Metal 1:
Bar = 50 um.
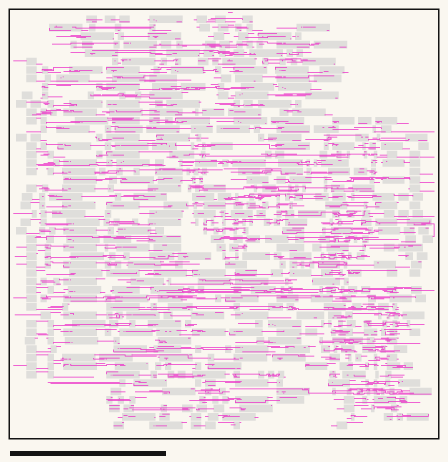
Signal wires on met2:
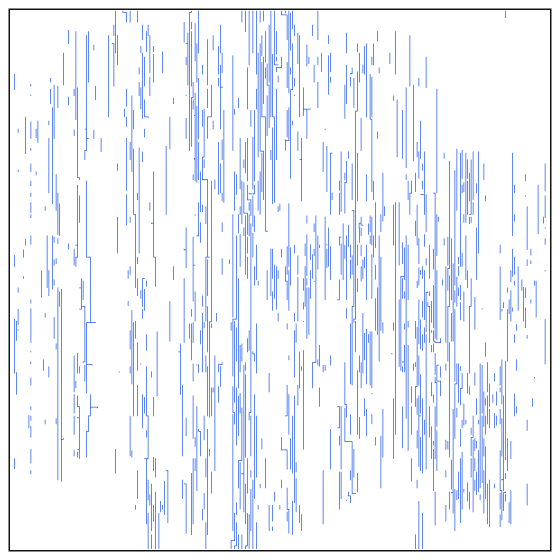
The metal 3 layer:
Bar = 50 um.
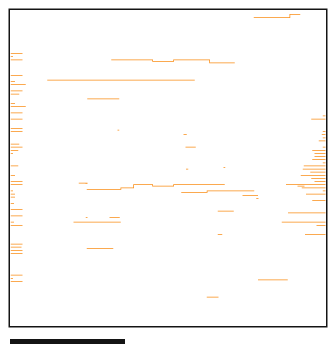
Clock routing:
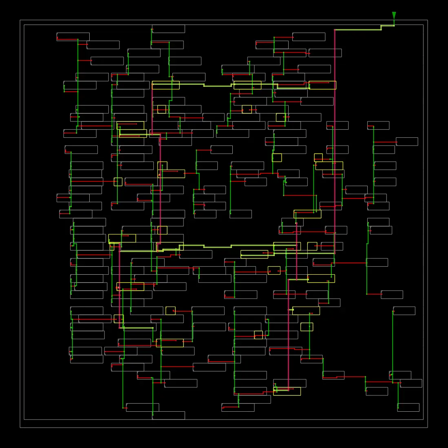
[src/rtl/seg_scan_pkg.sv]
// Shared types and constants for the 7-segment scan controller.
// The on-tick count is one bit wider than the phase because a slot can be fully lit.
package seg_scan_pkg;

  typedef enum logic [1:0] {
    S_BLANK,
    S_ON,
    S_OFF
  } scan_state_t;

  localparam logic [7:0] AN_OFF     = 8'hFF;
  localparam logic [7:0] SEG_BLANK  = 8'hFF;
  localparam int         SLOT_TICKS = 16;
  localparam int         PHASE_W    = 4;
  localparam int         ON_W       = 5;

  // On-ticks that fit in a slot after the blank interval.
  function automatic logic [ON_W-1:0] clamp_on(input logic [3:0] bright, input int blank_ticks);
    logic [ON_W-1:0] max_on;
    max_on = ON_W'(SLOT_TICKS - blank_ticks);
    return ({1'b0, bright} > max_on) ? max_on : {1'b0, bright};
  endfunction

endpackage

[src/rtl/scan_tick_gen.sv]
// Prescaler: emits a one-cycle tick every CLK_DIV enabled cycles.
// Dropping en restarts the count from zero.
module scan_tick_gen #(
  parameter int CLK_DIV = 3125
) (
  input  logic sysCLK,
  input  logic reset,
  input  logic en,
  output logic tick
);

  localparam int                CNT_W   = (CLK_DIV > 1) ? $clog2(CLK_DIV) : 1;
  localparam logic [CNT_W-1:0]  CNT_MAX = CNT_W'(CLK_DIV - 1);

  logic [CNT_W-1:0] cnt_reg;

  always_ff @(posedge sysCLK) begin
    if (reset || !en) begin
      cnt_reg <= '0;
    end else if (cnt_reg == CNT_MAX) begin
      cnt_reg <= '0;
    end else begin
      cnt_reg <= cnt_reg + 1'b1;
    end
  end

  assign tick = en && (cnt_reg == CNT_MAX);

endmodule

[src/rtl/seg_scan_ctrl.sv]
// Multiplexed scan controller for the 8-digit common-anode display, with a
// double-buffered frame that only swaps in at a frame boundary.
module seg_scan_ctrl
  import seg_scan_pkg::*;
#(
  parameter int NUM_DIGITS  = 8,
  parameter int CLK_DIV     = 3125,
  parameter int BLANK_TICKS = 2
) (
  input  logic        sysCLK,
  input  logic        reset,
  input  logic        enable,
  input  logic [3:0]  bright,
  input  logic [7:0]  digit_en,
  input  logic        load_valid,
  input  logic [63:0] load_data,
  output logic        load_ready,
  output logic [7:0]  Cx,
  output logic [7:0]  AN,
  output logic        frame_start,
  output logic [2:0]  digit_idx
);

  localparam logic [2:0]         LAST_DIGIT = 3'(NUM_DIGITS - 1);
  localparam logic [PHASE_W-1:0] LAST_PHASE = PHASE_W'(SLOT_TICKS - 1);
  localparam logic [ON_W-1:0]    BLANK_W    = ON_W'(BLANK_TICKS);

  logic               started_reg;
  logic               scan_en;
  logic               tick;
  logic [PHASE_W-1:0] phase_reg;
  logic [PHASE_W-1:0] phase_next;
  logic [2:0]         digit_reg;
  logic               slot_end;
  logic               frame_end;
  scan_state_t        state_reg;

  logic [ON_W-1:0]    on_cur, on_hold_reg, on_eff;
  logic               den_cur, den_hold_reg, den_eff;

  logic [7:0]         active_mem  [8];
  logic [7:0]         pending_mem [8];
  logic               pending_reg;
  logic               xfer_reg;
  logic               ready_reg;
  logic               accept;

  logic [7:0]         an_dec;
  logic [7:0]         an_reg;
  logic [7:0]         cx_reg;
  logic               frame_start_reg;

  // The prescaler is held for the first enabled cycle so every slot, including
  // the first after reset or re-enable, lines up with its frame_start pulse.
  assign scan_en = enable && started_reg;

  scan_tick_gen #(
    .CLK_DIV (CLK_DIV)
  ) u_tick (
    .sysCLK (sysCLK),
    .reset  (reset),
    .en     (scan_en),
    .tick   (tick)
  );

  assign phase_next = phase_reg + 1'b1;
  assign slot_end   = tick && (phase_reg == LAST_PHASE);
  assign frame_end  = slot_end && (digit_reg == LAST_DIGIT);

  assign on_cur  = clamp_on(bright, BLANK_TICKS);
  assign den_cur = digit_en[digit_reg];
  assign on_eff  = (phase_reg == '0) ? on_cur  : on_hold_reg;
  assign den_eff = (phase_reg == '0) ? den_cur : den_hold_reg;

  always_ff @(posedge sysCLK) begin
    if (reset || !enable) begin
      started_reg     <= 1'b0;
      frame_start_reg <= 1'b0;
      phase_reg       <= '0;
      digit_reg       <= '0;
    end else begin
      started_reg     <= 1'b1;
      frame_start_reg <= !started_reg || frame_end;
      if (tick) begin
        phase_reg <= phase_next;
      end
      if (slot_end) begin
        digit_reg <= (digit_reg == LAST_DIGIT) ? 3'd0 : digit_reg + 3'd1;
      end
    end
  end

  // Brightness and digit enable are captured throughout phase 0 and frozen after.
  always_ff @(posedge sysCLK) begin
    if (reset) begin
      on_hold_reg  <= '0;
      den_hold_reg <= 1'b0;
    end else if (phase_reg == '0) begin
      on_hold_reg  <= on_cur;
      den_hold_reg <= den_cur;
    end
  end

  always_ff @(posedge sysCLK) begin
    if (reset || !enable) begin
      state_reg <= S_BLANK;
    end else if (tick) begin
      unique case (state_reg)
        S_BLANK: begin
          if ({1'b0, phase_next} >= BLANK_W) begin
            state_reg <= (on_eff != '0) ? S_ON : S_OFF;
          end
        end
        S_ON: begin
          if (phase_next == '0) begin
            state_reg <= S_BLANK;
          end else if ({1'b0, phase_next} >= BLANK_W + on_eff) begin
            state_reg <= S_OFF;
          end
        end
        S_OFF: begin
          if (phase_next == '0) begin
            state_reg <= S_BLANK;
          end
        end
        default: state_reg <= S_BLANK;
      endcase
    end
  end

  // Anode decode; digits beyond NUM_DIGITS never light.
  for (genvar gi = 0; gi < 8; gi++) begin : g_an
    if (gi < NUM_DIGITS) begin : g_used
      assign an_dec[gi] = (digit_reg != 3'(gi));
    end else begin : g_unused
      assign an_dec[gi] = 1'b1;
    end
  end

  always_ff @(posedge sysCLK) begin
    if (reset || !enable) begin
      an_reg <= AN_OFF;
      cx_reg <= SEG_BLANK;
    end else if (state_reg == S_ON && den_eff) begin
      an_reg <= an_dec;
      cx_reg <= active_mem[digit_reg];
    end else begin
      an_reg <= AN_OFF;
      cx_reg <= SEG_BLANK;
    end
  end

  // Handshake: a frame swap takes one cycle after the boundary, and ready is
  // re-registered from the cleared pending flag, so it rises one cycle later still.
  assign accept = load_valid && ready_reg;

  always_ff @(posedge sysCLK) begin
    if (reset) begin
      pending_reg <= 1'b0;
      xfer_reg    <= 1'b0;
      ready_reg   <= 1'b1;
    end else begin
      xfer_reg <= pending_reg && !xfer_reg && (frame_end || !enable);
      if (accept) begin
        pending_reg <= 1'b1;
        ready_reg   <= 1'b0;
      end else begin
        ready_reg <= !pending_reg;
        if (xfer_reg) begin
          pending_reg <= 1'b0;
        end
      end
    end
  end

  always_ff @(posedge sysCLK) begin
    for (int k = 0; k < 8; k++) begin
      if (reset) begin
        pending_mem[k] <= SEG_BLANK;
        active_mem[k]  <= SEG_BLANK;
      end else begin
        if (accept) begin
          pending_mem[k] <= load_data[8*k +: 8];
        end
        if (xfer_reg) begin
          active_mem[k] <= pending_mem[k];
        end
      end
    end
  end

  assign load_ready  = ready_reg;
  assign AN          = an_reg;
  assign Cx          = cx_reg;
  assign frame_start = frame_start_reg;
  assign digit_idx   = digit_reg;

endmodule

[config.mk]
export PLATFORM = sky130hd
export DESIGN_NAME = seg_scan_ctrl
export DESIGN_NICKNAME = d
export VERILOG_FILES = /design/src/rtl/seg_scan_pkg.sv /design/src/rtl/scan_tick_gen.sv /design/src/rtl/seg_scan_ctrl.sv
export SDC_FILE = /design/constraint.sdc
export NUM_CORES = 1
export LEC_CHECK = 0
export CELL_PAD_IN_SITES_DETAIL_PLACEMENT = 1
export CELL_PAD_IN_SITES_GLOBAL_PLACEMENT = 1
export CORE_UTILIZATION = 40
export DETAILED_ROUTE_END_ITERATION = 6
export PLACE_DENSITY = 0.7
export SYNTH_ARGS = -nofsm -noshare
export SYNTH_HDL_FRONTEND = slang
export SYNTH_SLANG_ARGS = --single-unit
[constraint.sdc]
create_clock -name sysCLK -period 3.9 [get_ports sysCLK]
set_input_delay 0.39 -clock sysCLK [delete_from_list [all_inputs] [get_ports sysCLK]]
set_output_delay 0.39 -clock sysCLK [all_outputs]
set_load 0.005 [all_outputs]
==> impl_metrics.tcl <==
# place-and-route summary
set metrics [dict create \
    fin_hold_ws_ps 456.2 \
    cts_hold_buf 0 \
    cp-start-kind "register" \
    grt_pass1_wl_mm 22.69 \
    first_pass_iters 4 \
    place_hpwl_mm 10.13 \
    worst_slew_pin_slew_ps 950.9 \
    num_vias 4350 \
    die_width_um 137.6 \
    crit_required_ps 4260 \
    common_cells "edfxtp_1 (128), nand2b_1 (66), or3_1 (64)" \
    ys.warnings.count 0 \
    post-cts-setup-buffer-count 0 \
    power.density_nw_per_um2 421.8 \
    root_buffer "clkbuf_16" \
    num_antenna_cells 0 \
    avgSynthCellArea_um2 13.45 \
    final_nets 737 \
    die_h_um 137.6 \
    finalSetupViolCount 0 \
    synth.most_common_cell "edfxtp_1" \
    outcome "completed" \
    fp_util_pct 40.95 \
    syn_inst 547 \
    cts_tree "done" \
    flop_cell "edfxtp_1" \
    setup-tns-final_ps 0 \
    fmax_mhz 325.7 \
    ys_cells 547 \
    layout-drive-gt1-share_pct 10.86 \
    portBuffers 100 \
    coreArea_um2 17960 \
    ant_nets 0 \
    wl_mm 14.19 \
    maxCapViolations 0 \
    timing.final.ws_setup_ps 829.4 \
    grt_pass1_vias 4485 \
    p_leak_nw 2.730 \
    ctsHtreeMaxLevel 4 \
    synthArstFlopShare_pct 0 \
    hold_path_class "reg -> reg" \
    chip_area_um2 18940 \
    path_clk_slew_ps 70 \
    cpPeakStageDelay_ps 520 \
    ys_seq_share_pct 65.32 \
    clock_skew_ps 8.144 \
    edf_count 128 \
    synth.distinct_cells 42 \
    relSlewSlack_pct 36.49 \
]
About 'metal 1':
- main direction: horizontal
- nets with wire on the layer: 666
- longest straight run: 40.5 um
- wire length on this layer: 6,060 um

About 'signal wires on met2':
- nets with wire on the layer: 619
- wire length on this layer: 7,230 um
- share of all routed wire: 51%
- longest straight run: 59.2 um
- main direction: vertical

About 'the metal 3 layer':
- main direction: horizontal
- wire length on this layer: 634 um
- share of all routed wire: 4.5%
- longest straight run: 63.9 um
- nets with wire on the layer: 74

About 'clock routing':
Clock Power: 0.00158 W
Latency at later pin: 430 ps

[final cells by class]
cell class | count | area, um2
clock buffer | 17 | 425.4
clock inverter | 15 | 126.4
fill | 1807 | 8838
inverter | 13 | 48.80
multi-input combinational | 324 | 2370
sequential | 176 | 4805
tap | 229 | 286.5
timing repair buffer | 109 | 1064
[routing by layer]
metal | wire (um) | vias to the layer above | track usage, %
li1 | - | 2147 | -
met3 | 634 | 21 | 3.790
met5 | 0 | - | 0
met1 | 6061 | 2085 | 19.40
met2 | 7226 | 97 | 28.45
met4 | 268 | 0 | 6.777
[layout by cell type, fill, tap and decap left out, types with 6 or more instances in the layout]
| cell type | netlist | routed |
|---|---|---|
| a21oi_1 | 8 | 8 |
| buf_4 | 0 | 9 |
| clkbuf_16 | 0 | 17 |
| clkdlybuf4s50_1 | 0 | 99 |
| dfxtp_1 | 48 | 48 |
| edfxtp_1 | 128 | 128 |
| ha_1 | 16 | 16 |
| inv_1 | 13 | 13 |
| inv_6 | 0 | 6 |
| mux4_2 | 18 | 18 |
| nand2_1 | 42 | 41 |
| nand2b_1 | 66 | 66 |
| nand3_1 | 22 | 22 |
| nor2_1 | 25 | 25 |
| or3_1 | 64 | 64 |
| xnor2_1 | 6 | 6 |
| xor2_1 | 11 | 11 |
[power by group]
part	internal, W	leakage (nW)	total (W)	switching [W]
sequential	0.00205	1.34	0.00206	0.0000116
combinational	0.000108	1.13	0.000208	0.0000997
clock	0.000834	0.259	0.00158	0.000746
total	0.00299	2.73	0.00385	0.000857
[critical path: cells and delay by family (launching register included)]
kind,cells,cell delay (ps)
AND-OR/OR-AND,4,430
XOR/XNOR,1,160
adder cells (fa/ha/maj),3,650
buffers and inverters,1,90
flip-flops,1,390
AND/OR/NAND/NOR,4,1280
[per-stage QoR]
stage,instances,cell area [um2]
CTS,883,9125
detailed placement,851,8573
global placement,851,8573
global route,883,9125
finish,883,9125
floorplan,547,7356
[final timing paths]
kind                            slack, ps         start      endpoint  cells after the start
worst max-delay path                  830  phase_reg[0]  state_reg[1]                     13
worst min-delay path                  460   pending_reg    load_ready                      1
worst max register to register        830  phase_reg[0]  state_reg[1]                     13
worst min register to register        460   pending_reg    load_ready                      1
[cells by family (layout without fill, tap and decap cells)]
kind of cell	after synthesis	in the layout	share of synthesized area, %
AND-OR/OR-AND	21	21	1.939
flip-flops	176	176	65.32
adder cells (fa/ha/maj)	16	16	2.722
AND/OR/NAND/NOR	248	248	19.27
multiplexers	22	22	6.055
XOR/XNOR	17	17	2.024
buffers and inverters	47	154	2.671
No activity file was given, so power comes from the tool's default toggle rates.
